[src/rtl/fifo_arb_pkg.sv]
// Shared definitions for the buffer write-port arbiter.
// The default depth and data width also size the buffer instance that sits behind it.
package fifo_arb_pkg;

    typedef enum logic {
        IDLE  = 1'b0,
        BURST = 1'b1
    } arb_state_e;

    localparam int DEF_DEPTH     = 64;
    localparam int DEF_DAT_WIDTH = 32;

    // Ceiling log2, used to size owner/pointer indices and the burst counter
    function automatic int clog2(input int value);
        int r;
        r = 0;
        while ((1 << r) < value) begin
            r = r + 1;
        end
        return r;
    endfunction

endpackage

[src/rtl/fifo_wr_arbiter_rr_pick.sv]
// Rotating-priority encoder: finds the first set request at or after the start index,
// wrapping around, so every requester is eventually seen.
module rr_pick
    import fifo_arb_pkg::*;
#(
    parameter int N_REQ = 4,
    parameter int IDX_W = clog2(N_REQ)
) (
    input  logic [N_REQ-1:0] req,
    input  logic [IDX_W-1:0] start,
    output logic             valid,
    output logic [IDX_W-1:0] winner
);

    logic [IDX_W-1:0] idx;

    // Scan from the farthest offset down to the start, so the nearest request wins last
    always_comb begin
        valid  = 1'b0;
        winner = '0;
        idx    = '0;
        for (int k = N_REQ - 1; k >= 0; k--) begin
            idx = IDX_W'((int'(start) + k) % N_REQ);
            if (req[idx]) begin
                valid  = 1'b1;
                winner = idx;
            end
        end
    end

endmodule

[src/rtl/fifo_wr_arbiter.sv]
// Round-robin arbiter sharing the single buffer write port among N_REQ producers.
// Grants are combinational, bursts are bounded, and a local credit count keeps the
// lagging Full flag from letting the buffer overflow.
module fifo_wr_arbiter
    import fifo_arb_pkg::*;
#(
    parameter int N_REQ     = 4,
    parameter int DAT_WIDTH = DEF_DAT_WIDTH,
    parameter int DEPTH     = DEF_DEPTH,
    parameter int CNT_W     = 7,
    parameter int MAX_BURST = 4
) (
    input  logic                       Wrclk,
    input  logic                       Rst,
    input  logic [N_REQ-1:0]           req_i,
    input  logic [N_REQ*DAT_WIDTH-1:0] data_i,
    output logic [N_REQ-1:0]           gnt_o,
    input  logic                       fifo_full_i,
    input  logic                       rd_done_i,
    output logic                       fifo_wren_o,
    output logic [DAT_WIDTH-1:0]       fifo_din_o,
    output logic [CNT_W-1:0]           credit_o,
    output logic                       busy_o
);

    localparam int IDX_W = clog2(N_REQ);
    localparam int BC_W  = clog2(MAX_BURST + 1);

    arb_state_e       state, state_n;
    logic [IDX_W-1:0] owner, owner_n;
    logic [IDX_W-1:0] rr_ptr, rr_ptr_n;
    logic [BC_W-1:0]  burst_cnt, burst_cnt_n;
    logic [CNT_W-1:0] credit_n;

    logic             can_grant;
    logic             keep_owner;
    logic [IDX_W-1:0] owner_inc;
    logic [IDX_W-1:0] pick_start;
    logic             pick_valid;
    logic [IDX_W-1:0] pick_winner;
    logic             grant_valid;
    logic [IDX_W-1:0] grant_idx;
    logic             xfer;
    logic [DAT_WIDTH-1:0] sel_data;

    assign can_grant  = (credit_o != '0) && !fifo_full_i;
    assign owner_inc  = (owner == IDX_W'(N_REQ - 1)) ? '0 : owner + IDX_W'(1);
    assign keep_owner = (state == BURST) && req_i[owner] && (burst_cnt < BC_W'(MAX_BURST));
    assign pick_start = (state == BURST) ? owner_inc : rr_ptr;
    assign busy_o     = (state == BURST);

    rr_pick #(
        .N_REQ (N_REQ),
        .IDX_W (IDX_W)
    ) u_rr_pick (
        .req    (req_i),
        .start  (pick_start),
        .valid  (pick_valid),
        .winner (pick_winner)
    );

    // Choose who would be granted: the current owner while its burst lasts, else the RR winner
    always_comb begin
        grant_valid = keep_owner || pick_valid;
        grant_idx   = keep_owner ? owner : pick_winner;
    end

    // One-hot grant, suppressed while in reset or when the buffer cannot accept a word
    always_comb begin
        gnt_o = '0;
        if (!Rst && can_grant && grant_valid) begin
            gnt_o[grant_idx] = 1'b1;
        end
    end

    assign xfer = |(gnt_o & req_i);

    // Route the granted requester's word toward the write data register
    always_comb begin
        sel_data = '0;
        for (int i = 0; i < N_REQ; i++) begin
            if (grant_idx == IDX_W'(i)) begin
                sel_data = data_i[i*DAT_WIDTH +: DAT_WIDTH];
            end
        end
    end

    // Next arbitration state; everything holds when no grant is possible
    always_comb begin
        state_n     = state;
        owner_n     = owner;
        rr_ptr_n    = rr_ptr;
        burst_cnt_n = burst_cnt;
        if (can_grant) begin
            case (state)
                IDLE: begin
                    if (pick_valid) begin
                        state_n     = BURST;
                        owner_n     = pick_winner;
                        burst_cnt_n = BC_W'(1);
                    end
                end
                BURST: begin
                    if (keep_owner) begin
                        burst_cnt_n = burst_cnt + BC_W'(1);
                    end else if (pick_valid) begin
                        owner_n     = pick_winner;
                        burst_cnt_n = BC_W'(1);
                        rr_ptr_n    = (pick_winner == IDX_W'(N_REQ - 1)) ? '0 : pick_winner + IDX_W'(1);
                    end else begin
                        state_n  = IDLE;
                        rr_ptr_n = owner_inc;
                    end
                end
                default: state_n = IDLE;
            endcase
        end
    end

    // Credit falls on a transfer, rises on a read, and saturates at the buffer depth
    always_comb begin
        credit_n = credit_o;
        if (xfer && !rd_done_i) begin
            credit_n = credit_o - CNT_W'(1);
        end else if (!xfer && rd_done_i && (credit_o != CNT_W'(DEPTH))) begin
            credit_n = credit_o + CNT_W'(1);
        end
    end

    // Arbitration and credit registers
    always_ff @(posedge Wrclk or posedge Rst) begin
        if (Rst) begin
            state     <= IDLE;
            owner     <= '0;
            rr_ptr    <= '0;
            burst_cnt <= '0;
            credit_o  <= CNT_W'(DEPTH);
        end else begin
            state     <= state_n;
            owner     <= owner_n;
            rr_ptr    <= rr_ptr_n;
            burst_cnt <= burst_cnt_n;
            credit_o  <= credit_n;
        end
    end

    // Registered write port; data holds its last value between transfers
    always_ff @(posedge Wrclk or posedge Rst) begin
        if (Rst) begin
            fifo_wren_o <= 1'b0;
            fifo_din_o  <= '0;
        end else begin
            fifo_wren_o <= xfer;
            if (xfer) begin
                fifo_din_o <= sel_data;
            end
        end
    end

endmodule

[config.mk]
export PLATFORM = sky130hd
export DESIGN_NAME = fifo_wr_arbiter
export DESIGN_NICKNAME = d
export VERILOG_FILES = /design/src/rtl/fifo_arb_pkg.sv /design/src/rtl/fifo_wr_arbiter_rr_pick.sv /design/src/rtl/fifo_wr_arbiter.sv
export SDC_FILE = /design/constraint.sdc
export NUM_CORES = 1
export LEC_CHECK = 0
export ABC_CLOCK_PERIOD_IN_PS = 3450
export CORE_MARGIN = 2
export CORE_UTILIZATION = 40
export CTS_BUF_LIST = sky130_fd_sc_hd__clkbuf_4 sky130_fd_sc_hd__clkbuf_8 sky130_fd_sc_hd__clkbuf_16
export CTS_CLUSTER_SIZE = 10
export DETAILED_ROUTE_END_ITERATION = 12
export GPL_TIMING_DRIVEN = 0
export PLACE_DENSITY = 0.94
export SETUP_SLACK_MARGIN = 0.3
export SYNTH_ARGS = -nofsm -noshare
export SYNTH_HDL_FRONTEND = slang
export SYNTH_SLANG_ARGS = --single-unit
[constraint.sdc]
create_clock -name Wrclk -period 3.45 [get_ports Wrclk]
set_input_delay 0.69 -clock Wrclk [delete_from_list [all_inputs] [get_ports Wrclk]]
set_output_delay 0.69 -clock Wrclk [all_outputs]
set_load 0.05 [all_outputs]
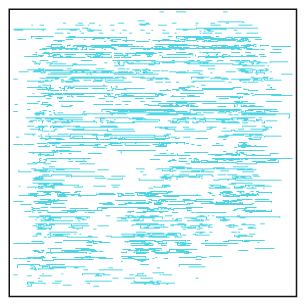
Fig. 1. The metal 1 layer (run 1).
Scale: 3 px per um.
nets with wire on the layer: 638
longest straight run: 26.7 um
wire length on this layer: 5020 um
share of all routed wire: 39%

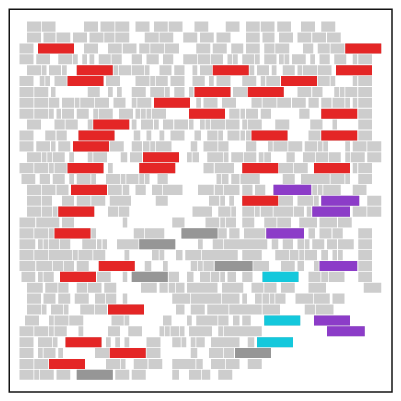
Fig. 2. Register map, names as in the netlist (run 1).
Scale: 4 px per um.
[red] `fifo_din_o` | sequential cells: 32 | where: spread over the die
[cyan] `burst_cnt` | sequential cells: 3
[purple] `credit_o` | sequential cells: 7

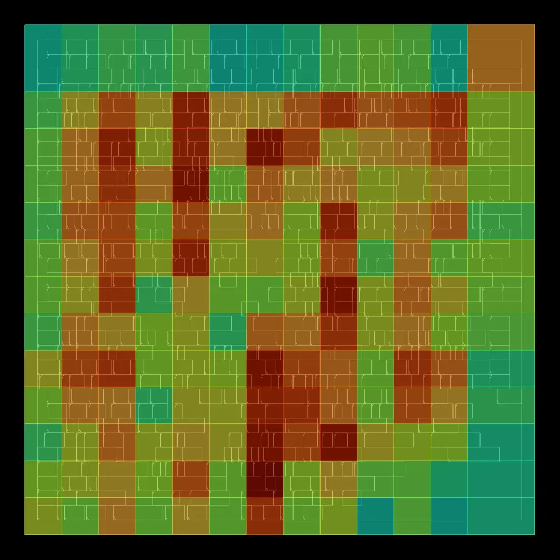
Fig. 3. Track usage over the die (run 1).
met1 Usage GRT: 0.321
GR Util met3: 0.0648
Routed WL per cell: 18.4 um
met2 Track Usage GR: 0.496

==> run summary, run 1 <==
run metrics: Reg clk slew, reported paths 90 ps, clk sinks 48, worst endpoint required time 2760 ps, Late-Pin Clk Latency 300 ps, core area 8130 um^2, P&R area growth vs syn 73.2%, first-pass GRT wire length 19800 um, Clk. pwr 0.420 mW, Non-Clock Buffer Count 237, vias in the first global route 4194, Synth area leaders dfrtp_1 (35%), nand2_1 (8.4%), a311oi_1 (8.4%), a2111oi_0 (8.1%), a21boi_0 (4.7%), number of logged tool warnings 29, Combinational Power Share 0.725, yosys adder share 0.0323, largest class non-clock buffers, WS Path Type reg -> out, total wire length 12900 um, Netlist cell types 53, worst rel slew slack 0.542, Seq/Total Area, Yosys 0.361, number of vias per cell 5.82, top routing layer in use met4, Basic Gates by Area 0.188, average cell area after synthesis 8.59 um^2, placed cells 673, 1st-iter DRT viols 217, Post-DRT Antenna Nets 0, # fillers 606, Place WS -736 ps, HPWL Detailed 9600 um, status finished, final reports clean, final hold violation count 0, Global Route Usage Sum 0.280, endpoint type of the worst setup path output port, sequential cell power 1.04 mW, hold_sp burst_cnt[0]$_DFFE_PP0N_, largest net degree at the start of global routing 29, Clock Skew 12.3 ps, Signal inverters 10, via count 4092, final instance area 5770 um^2, comb. cell area 2080 um^2, comb area leader AND-OR/OR-AND gates, met3 wire len 938 um, Die W 95.3 um, RSZ-0062 raised after global routing yes, Area after DPL 5300 um^2
## run 1: layout by cell type, fill, tap and decap left out, drive strengths merged, types with 3 or more instances in the layout
master / Yosys / routed
inv: 10 / 10
xnor2: 5 / 5
mux2i: 5 / 5
a21o: 3 / 3
a21boi: 32 / 32
a2111oi: 31 / 31
clkdlybuf4s50: 0 / 171
nand3: 3 / 3
nand2: 75 / 75
and3: 3 / 3
nor2: 42 / 42
a311oi: 32 / 32
dfrtp: 47 / 47
ha: 7 / 7
nand2b: 4 / 4
and2: 3 / 3
a21oi: 4 / 4
clkbuf: 16 / 24
o21ai: 9 / 9
mux2: 7 / 7
buf: 19 / 46
## run 1: critical path: stages (launching register included)
cell and delay, ps:
dfrtp_2 440, ha_4 270, o211a_1 260, a211oi_2 280
o221ai_2 160, and2_4 170, buf_6 120, buf_8 130
nor3_4 180, buf_6 180
## run 1: how the worst max path moves through the flow
stage                                    start  slack [ps]  endpoint
final                     owner[1]$_DFFE_PP0P_         280  gnt_o[2]
after global placement                req_i[2]        -720  gnt_o[3]
after detailed placement              req_i[2]        -740  gnt_o[3]
after global routing      owner[1]$_DFFE_PP0P_         190  gnt_o[2]
after CTS                             req_i[1]         290  gnt_o[3]
after floorplan             busy_o$_DFFE_PP0N_         250  gnt_o[3]
## run 1: per-stage QoR
stage,total power [mW],utilization
6_report,5.31,0.710
3_3_place_gp,4.36,0.649
4_1_cts,5.08,0.693
3_5_place_dp,4.47,0.652
5_1_grt,5.62,0.710
2_1_floorplan,3.31,-
## run 1: sequential cells by signal, summed over array words and instances, names as in the netlist
name and cells:
fifo_din_o 32, credit_o 7, burst_cnt 3, owner 2
rr_ptr 2, busy_o 1, fifo_wren_o 1
Fig. 4: run 1, layout detail
Window x 59 to 84, y 59 to 84 um. Cells in grey, sequential cells in the stronger grey; small squares are vias.
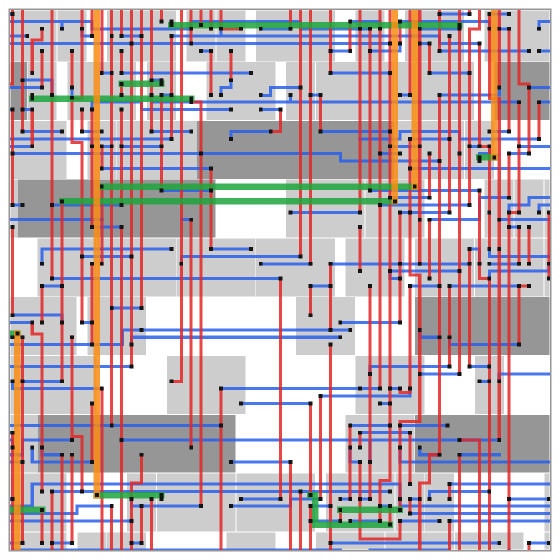

==> run 2: changes to the inputs <==
- ABC_CLOCK_PERIOD_IN_PS: 3450 -> 4100
- CORE_UTILIZATION: 40 -> 43
- GPL_TIMING_DRIVEN: 0 -> not set
- PLACE_DENSITY: 0.94 -> 0.95
- clock period: 3.45 -> 4.1 ns (I/O delays scaled with it)
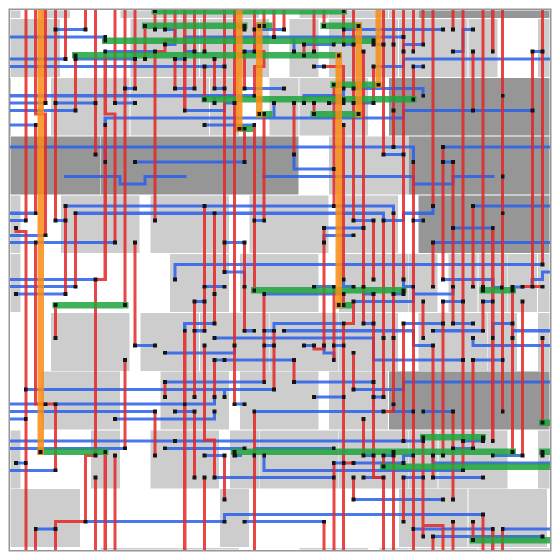
Fig. 5. Layout detail (run 2).
Window x 57 to 82, y 57 to 82 um. Cells in grey, sequential cells in the stronger grey; small squares are vias.
[orange] met4
[blue] met1
[red] met2
[green] met3
sequential cells in the window: 5
cells with their middle in the window: 51
netlist names of flops here include: `fifo_din_o` (5)
most frequent: clkdlybuf4s50_1 (13), nand2_1 (8)

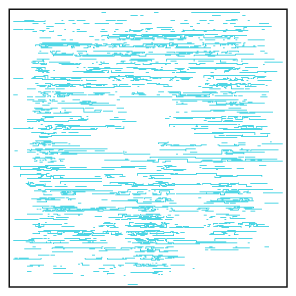
Fig. 6. The metal 1 layer (run 2).
Scale: 3 px per um.
share of all routed wire: 39%
main direction: horizontal
wire length on this layer: 4490 um
nets with wire on the layer: 591
longest straight run: 25.8 um

==> run 2 against run 1 <==
Effect of this change:
- register-to-register slack improved by 460 ps
- combinational power shrank 28%
- sequential share of layout area increased by 1.5 points
- first-iteration DRC count up 16%
- critical path type is now in -> out
==> run summary, run 2 <==
run metrics: status finished, final reports clean, clk sinks 48, HPWL Detailed 8610 um, number of logged tool warnings 26, Late-Pin Clk Latency 310 ps, core area 7610 um^2, worst endpoint required time 3280 ps, Routed WL per cell 17.6 um, crit path launch req_i[3], Synth area leaders dfrtp_1 (35%), nand2_1 (8.4%), a311oi_1 (8.4%), a2111oi_0 (8.1%), a21boi_0 (4.7%), RSZ-0062 raised after global routing no, largest net degree at the start of global routing 49, total wire length 11600 um, CP endpoint gnt_o[0], Arrival @ worst endpoint 2850 ps, P&R area growth vs syn 60.4%, Seq/Total Area, Yosys 0.361, worst rel slew slack 0.316, fin util 0.703, Post-DRT Antenna Nets 0, met3 wire len 962 um, vias in the first global route 3735, first-pass GRT wire length 17800 um, Reg clk slew, reported paths 80 ps, 1st-iter DRT viols 251, most flop-heavy register fifo_din_o, final instance area 5350 um^2, max reg flops 32, final hold violation count 0, WS Path Type in -> out, Clock Skew 15.5 ps, via count 3848, # fillers 576, top routing layer in use met4, hold_sp burst_cnt[0]$_DFFE_PP0N_, Area after DPL 5220 um^2, number of vias per cell 5.87, endpoint type of the worst setup path output port, average cell area after synthesis 8.59 um^2
-- run 2: cell counts after synthesis --
Identical to the previous run, type by type.
-- run 2: what timing repair did --
item	CTS	global route
setup endpoints to repair	0	1
gates resized	0	1
hold buffers	0	0
hold endpoints to repair	0	0
setup buffers	0	0
-- run 2: routing by layer --
layer,up-vias,GRT usage
met4,0,0.0908
met5,-,0
li1,1776,-
met3,34,0.0616
met1,1807,0.316
met2,231,0.458
-- run 2: logic make-up (layout without fill, tap and decap cells) --
kind of cell               Yosys count  count (layout)  share of synthesized area
AOI/OAI and AO/OA                  125             125                      0.300
xor gates and xnor gates             6               6                     0.0158
adders and majority gates            8               8                     0.0323
buffers and inverters               45             211                     0.0634
DFF                                 48              48                      0.361
muxes                               12              12                     0.0398
and+or+nand+nor                    144             144                      0.188
-- run 2: through the flow --
step | total power [mW] | cells
floorplan | 2.77 | 388
CTS | 4.03 | 656
detailed placement | 3.66 | 648
finish | 4.04 | 656
global placement | 3.59 | 648
global route | 4.28 | 656
-- run 2: report_power, final --
part | internal [mW] | switching (mW)
Clock | 0.200 | 0.170
Combinational | 0.996 | 1.80
Sequential | 0.706 | 0.174
-- run 2: area by class of cell --
class / count / area share
clock buffers: 6 / 0.0154
clock inverters: 2 / 0.00726
inverters: 10 / 0.00702
multi-input cells: 295 / 0.361
flip-flops and latches: 48 / 0.225
well taps: 102 / 0.0239
repair buffers: 193 / 0.360
-- run 2: critical path, cell delays in order --
cell and delay [ps]:
clkdlybuf4s50_1 650, nor4_1 140, or3_1 360, inv_2 100, buf_4 220, nand3_1 140
nor2_1 230, buf_12 170
Power figures rest on the tool's default switching activity, not on a simulated workload.
